Design node_agent_flat, sky130hd; sources not shown.
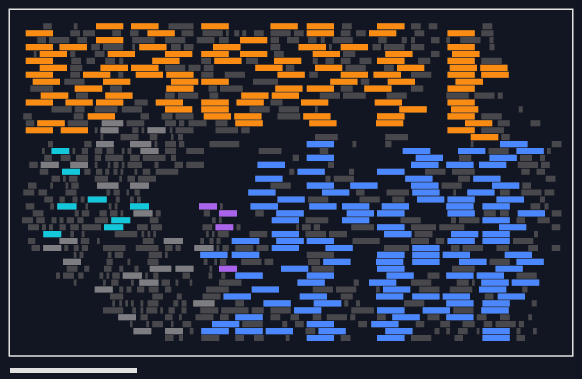
Fig. 1. Register map, names as in the netlist (run 1).
Bar = 50 um. Other sequential cells in the stronger gray, the rest of the logic in the fainter gray.
- u_core.wait_cnt: purple (sequential cells 4; where center)
- u_core.bus.retry_cnt: cyan (sequential cells 8; where west)
- u_core.tx_mem: blue (sequential cells 112)
- u_core.rx_mem: orange (sequential cells 96; where a horizontal strip, top)
- not colored: 25
Util after Layout: 49.4%
sequential power: 4.40 mW
register area: 7020 um^2
Seq/total area: 53.4%

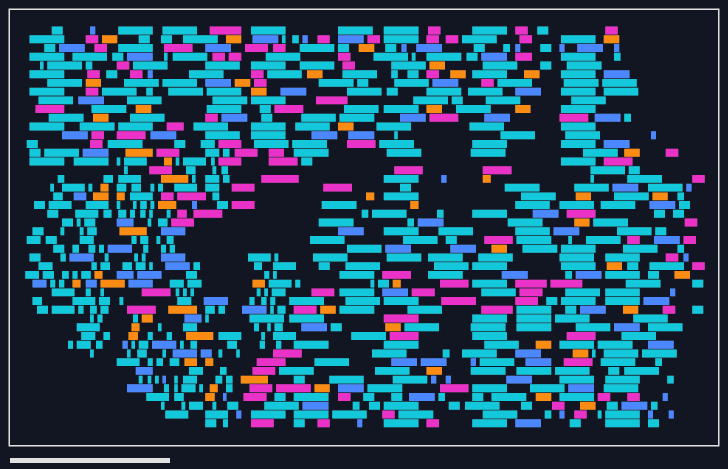
Fig. 2. Cell sizes after repair (run 1).
Bar = 50 um.
- x1 and smaller: cyan (cells 477; most used edfxtp_1)
- x2: blue (cells 97; most used mux4_2)
- x6 and larger: magenta (cells 100; most used buf_6)
- x3 and x4: orange (cells 58; most used nor2b_4)
final worst slack: 0.0386 ns
fin area: 13,100 um^2
nonclk buf count: 169

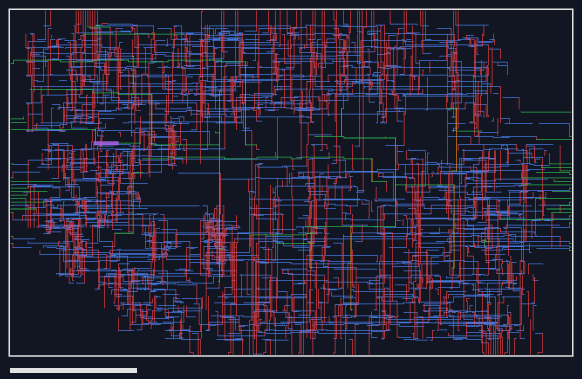
Fig. 3. Wiring by layer (run 1).
Bar = 50 um.
- M5: purple (wire length 8.30 um)
- M1: blue (wire length 10,700 um)
- M2: red (wire length 10,700 um)
- M3: green (wire length 819 um)
- M4: orange (wire length 332 um)
total track usage: 15.1%
vias: 5,342

==> results.toml, run 1 <==
# flow metrics
[routing]
viasPerCell = 4.89
wirelength_um = 22500
route.detailed.wl_per_inst_um = 20.6
wl_met1_um = 10700
dr_wl_met2_um = 10700
dr.pass1.iters = 4
drc_errors = 0

[cts]
clock_path_buffers = 3
clock-sinks = 245
cts-resized-gates = 292
clk_latency_ns = 0.52
cts-buffers-inserted = 25
hold_buffers = 0
cts_root_buf = "clkbuf_16"

[setup_path]
critPathKind = "reg -> out"
startpoint_type = "flop"
cp_max_fo = 5
worstPathCellList = "buf_12, buf_16, buf_8, mux4_2, nor2b_4, buf_6"

[die]
dieWidth_um = 221
die_h_um = 136
num_io_pins = 124
core_area_um2 = 26600
taps = 360

[synth]
synth-edff-count = 208
ys_ff = 245
synth_cell_types = 48
syn-num-nets = 620
ys_chip_area_um2 = 9770
top_cells_by_count = "edfxtp_1 (208), nor2b_1 (56), mux4_2 (52), dfxtp_1 (37), nor2_1 (30)"
ys_seq_share_pct = 71.5
synthArstFlopShare_pct = 0
synth_cells = 541
synth_top_area_share_pct = 63.9
ys_cells = 541

[hold_path]
hold_depth = 2
hold_path.class = "reg -> reg"

[global_route]
first_global_vias = 5967
use_met1_pct = 21.9
use_met2_pct = 24.5
busiest_layer = "met2"

[timing]
relSlewSlack_pct = 35.3
finalCritPeriodShare_pct = 98.7
rsz0062_at_grt = "true"
finalSetupViolCount = 0
hold_viol = 0
finalCriticalPeriod_ns = 2.86
fin_hold_ws_ns = 0.471
max_clock_freq_mhz = 349
drv_slew = 0

[finish]
design.seq.count = 245
comb_share_pct = 21.9
fillCellCount = 2516
nMultiInputCombCells = 257
num-nonclk-inverters = 16
layout-drive-gt1-share_pct = 34.8
layout.nets = 793
largest_register_ffs = 112
largest_cell_class = "registers"
diodes = 0
clock_area_share_pct = 6.10
clockBufferCount = 31

[job]
maxCapViolCount = 0

[placed_design]
place.gp.congestion = 0.704
post-place-ws_ns = -0.0177

[outcome]
outcome = "finished clean"
run 1: report_power, final:
part,total [mW],internal (mW),switching (mW)
combinational,4.47,2.45,2.02
clock,3.15,1.87,1.28
sequential,4.40,4.22,0.178
run 1: cell usage in the layout (no fill, tap or decap), types with 3 or more instances in the layout:
cell type and n:
buf_2 20, dlymetal6s2s_1 3, dfxtp_4 5, bufinv_16 3
mux2i_1 4, buf_4 11, buf_6 43, clkbuf_16 26
ha_1 16, xnor2_1 4, edfxtp_1 208, nand3_1 7
clkinv_1 6, dfxtp_2 11, or3_1 5, and3_1 5
clkdlybuf4s50_1 63, nand2_1 8, buf_12 18, nor2_1 30
mux4_2 52, clkinv_2 3, and2_1 4, xor2_1 9
a21oi_1 15, o21ai_0 6, clkbuf_1 5, dfxtp_1 21
nor2b_4 33, buf_16 5, inv_1 14, nor2b_1 23
run 1: through the flow:
stage               util (%)  setup TNS [ns]  total power [mW]  instance area [um^2]
detailed placement      43.8         -0.0223              7.78                 11600
global route            49.4          -0.411              12.7                 13100
CTS                     48.2       -0.000667              11.6                 12800
global placement        43.8               0              7.66                 11600
floorplan                  -               0              6.15                  9770
finish                  49.4               0              12.0                 13100
run 1: cell families (layout without fill, tap and decap cells):
group           count (synthesis)  in the layout  share of synthesized area (%)
xor+xnor                       13             13                           1.17
compound gates                 36             36                           2.55
mux                            56             56                           12.4
other cells                     1              1                         0.0384
buf+inv                        39            230                           1.98
flops                         245            245                           71.5
simple gates                  130            130                           7.51
fa+ha+maj                      21             21                           2.84
run 1: worst max-delay path: cells and delay by family (launching register included):
family | cells | cell delay, ns
mux | 1 | 0.48
buf+inv | 4 | 0.47
simple gates | 1 | 0.14
flops | 1 | 0.40
Fig. 4: run 1, I/O nets highlighted
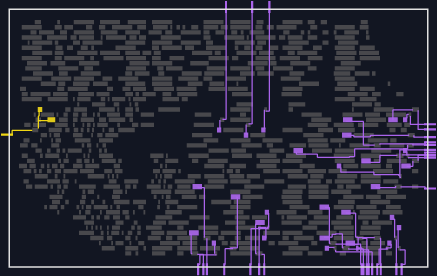

==> run 1 -> run 2 <==
- CORE_MARGIN: 4 -> unset
- SLEW_MARGIN: 5 -> unset
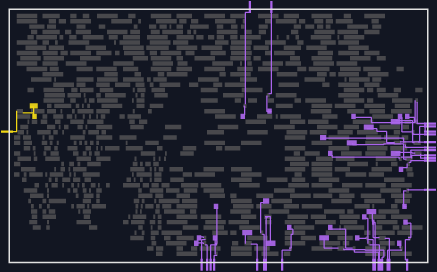
Fig. 5. I/O nets highlighted (run 2).
- bus_Packet_From_Node: purple (bits 29; direction output; edge 16 south, 11 east, 2 north; end cells 29; buffers 28; wire 872 um)
- bus_Packet_To_Node_Valid: yellow (bits 1; direction input; edge west; end cells 2; buffers 1; wire 26.2 um)
IO Port Bufs: 122
number of I/O pins: 124

==> results.toml, run 2 <==
# flow metrics
[synth]
simple_gate_area_share_pct = 7.51
aoi_share_pct = 2.55
ys_sh_mux_pct = 12.4
synth_top_area_share_pct = 63.9
ys_warn_count = 0
synth-edff-count = 208
syn-num-nets = 620
avgSynthCellArea_um2 = 18.1
synthArstFlopShare_pct = 0
synth_cells = 541
ys_cells = 541
ys_ff = 245
top_cells_by_count = "edfxtp_1 (208), nor2b_1 (56), mux4_2 (52), dfxtp_1 (37), nor2_1 (30)"
flop_cell = "edfxtp_1"
ys_sh_adder_pct = 2.84
ys_chip_area_um2 = 9770
synth_cell_types = 48
most_common_cell = "edfxtp_1"
synthTopLogicFamily = "multiplexers"
ys_seq_share_pct = 71.5
synth-xor-area-share_pct = 1.17

[hold_path]
hold_path.class = "reg -> reg"
hold_depth = 2

[cts]
hold_buffers = 0
clk_latency_ns = 0.53
cts_root_buf = "clkbuf_16"
clock_path_buffers = 3
cts-resized-gates = 265
clock-sinks = 245
worst_setup_hold_path_clk_slew_ns = 0.06
cts-buffers-inserted = 25
cts_setup_buffers = 21

[timing]
finalCritPeriodShare_pct = 98.4
drv_slew = 0
hold_viol = 0
fin_hold_ws_ns = 0.471
finalCriticalPeriod_ns = 2.85
worst_slew_pin_slew_ns = 0.747
rsz0062_at_grt = "true"
relSlewSlack_pct = 50.1
max_clock_freq_mhz = 350
finalSetupViolCount = 0

[global_route]
use_met1_pct = 21.3
busiest_layer = "met2"
first_global_vias = 5928
use_met2_pct = 27.8
grt_pass1_wl_um = 34100
grt_use_total_pct = 16.2

[job]
maxCapViolCount = 0
warnings = 38

[finish]
diodes = 0
largest_register_ffs = 112
layout.nets = 797
layout_top_cells = "edfxtp_1 (208), clkdlybuf4s50_1 (63), mux4_2 (52)"
area_delta_synth_final_pct = 33.5
layout_top_cell = "edfxtp_1"
layout-drive-gt1-share_pct = 34.6

[setup_path]
worstPathCellList = "buf_12, buf_12, mux4_2, nor2b_4, buf_6"
cp_max_fo = 6
startpoint_type = "flop"
critPathKind = "reg -> out"
crit_family = "multiplexers"
crit_buf_inv = 3
worstSetupPathDepth = 5
critPathRequiredTime_ns = 2.03
critPathMaxStageDelay_ns = 0.51
slowest_stage = "mux4_2"

[die]
die_h_um = 130
core_area_um2 = 26500
dieWidth_um = 215

[outcome]
outcome = "finished clean"

[routing]
drc_errors = 0
dr.pass1.iters = 4
wirelength_um = 22600
route.detailed.wl_per_inst_um = 20.7
vias = 5382
viasPerCell = 4.92

[power_and_ir_drop]
p_total_mw = 11.8
power_density_nw_per_um2 = 901

[placed_design]
dp_hpwl_um = 13200
place.gp.congestion = 0.708
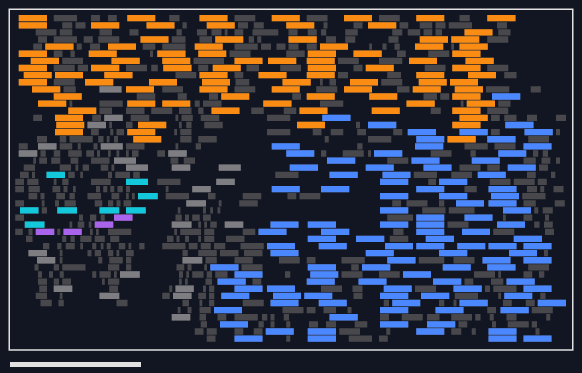
Fig. 6. Register map, names as in the netlist (run 2).
Bar = 50 um. Other sequential cells in the stronger gray, the rest of the logic in the fainter gray.
- u_core.bus.retry_cnt: cyan (sequential cells 8; where west)
- u_core.tx_mem: blue (sequential cells 112)
- u_core.wait_cnt: purple (sequential cells 4)
- u_core.rx_mem: orange (sequential cells 96)
- not colored: 25
register area: 7020 um^2
sequential power: 4.39 mW

run 2: layout make-up:
class / instances / area, um^2
clock inverters: 6 / 28.8
repair buffers: 173 / 1900
inverters: 16 / 60.1
multi-input cells: 257 / 2850
clock buffers: 37 / 733
well taps: 360 / 450
fillers: 2483 / 13500
flip-flops and latches: 245 / 7020
run 2: routing by layer:
layer | wire [um] | part of all wire (%) | vias to the layer above
met4 | 359 | 1.6 | 0
met1 | 10200 | 45 | 2816
met5 | 0 | 0 | -
met3 | 807 | 3.6 | 32
li1 | - | - | 2440
met2 | 11200 | 50 | 94
run 2: logic make-up (layout without fill, tap and decap cells):
family / count (synthesis) / in the layout
AOI/OAI and AO/OA: 36 / 36
xor gates and xnor gates: 13 / 13
adders and majority gates: 21 / 21
buffers and inverters: 39 / 232
DFF: 245 / 245
muxes: 56 / 56
other: 1 / 1
and+or+nand+nor: 130 / 130
run 2: power breakdown:
| part | switching (mW) | total (mW) | leakage, nW | internal [mW] |
|---|---|---|---|---|
| combinational | 1.98 | 4.33 | 2.00 | 2.34 |
| clock | 1.30 | 3.03 | 0.371 | 1.74 |
| sequential | 0.171 | 4.39 | 2.22 | 4.22 |
run 2: stage by stage:
step | setup WS, ns | TNS [ns] | std cells | util [%] | instance area (um^2)
6_report | 0.0452 | 0 | 1094 | 49.2 | 13000
3_3_place_gp | 0.0977 | 0 | 1021 | 43.9 | 11600
2_1_floorplan | 0.586 | 0 | 541 | - | 9770
5_1_grt | -0.0325 | -0.413 | 1094 | 49.2 | 13000
3_5_place_dp | 0.0384 | 0 | 1021 | 43.9 | 11600
4_1_cts | 0.00221 | 0 | 1090 | 47.6 | 12600
run 2: tightest hold or removal path, cell delays in order, from the launching register on:
cell and delay, ns:
dfxtp_1 0.33, a21oi_1 0.04, nor2_1 0.07
Power is estimated from default activity; no workload was simulated.
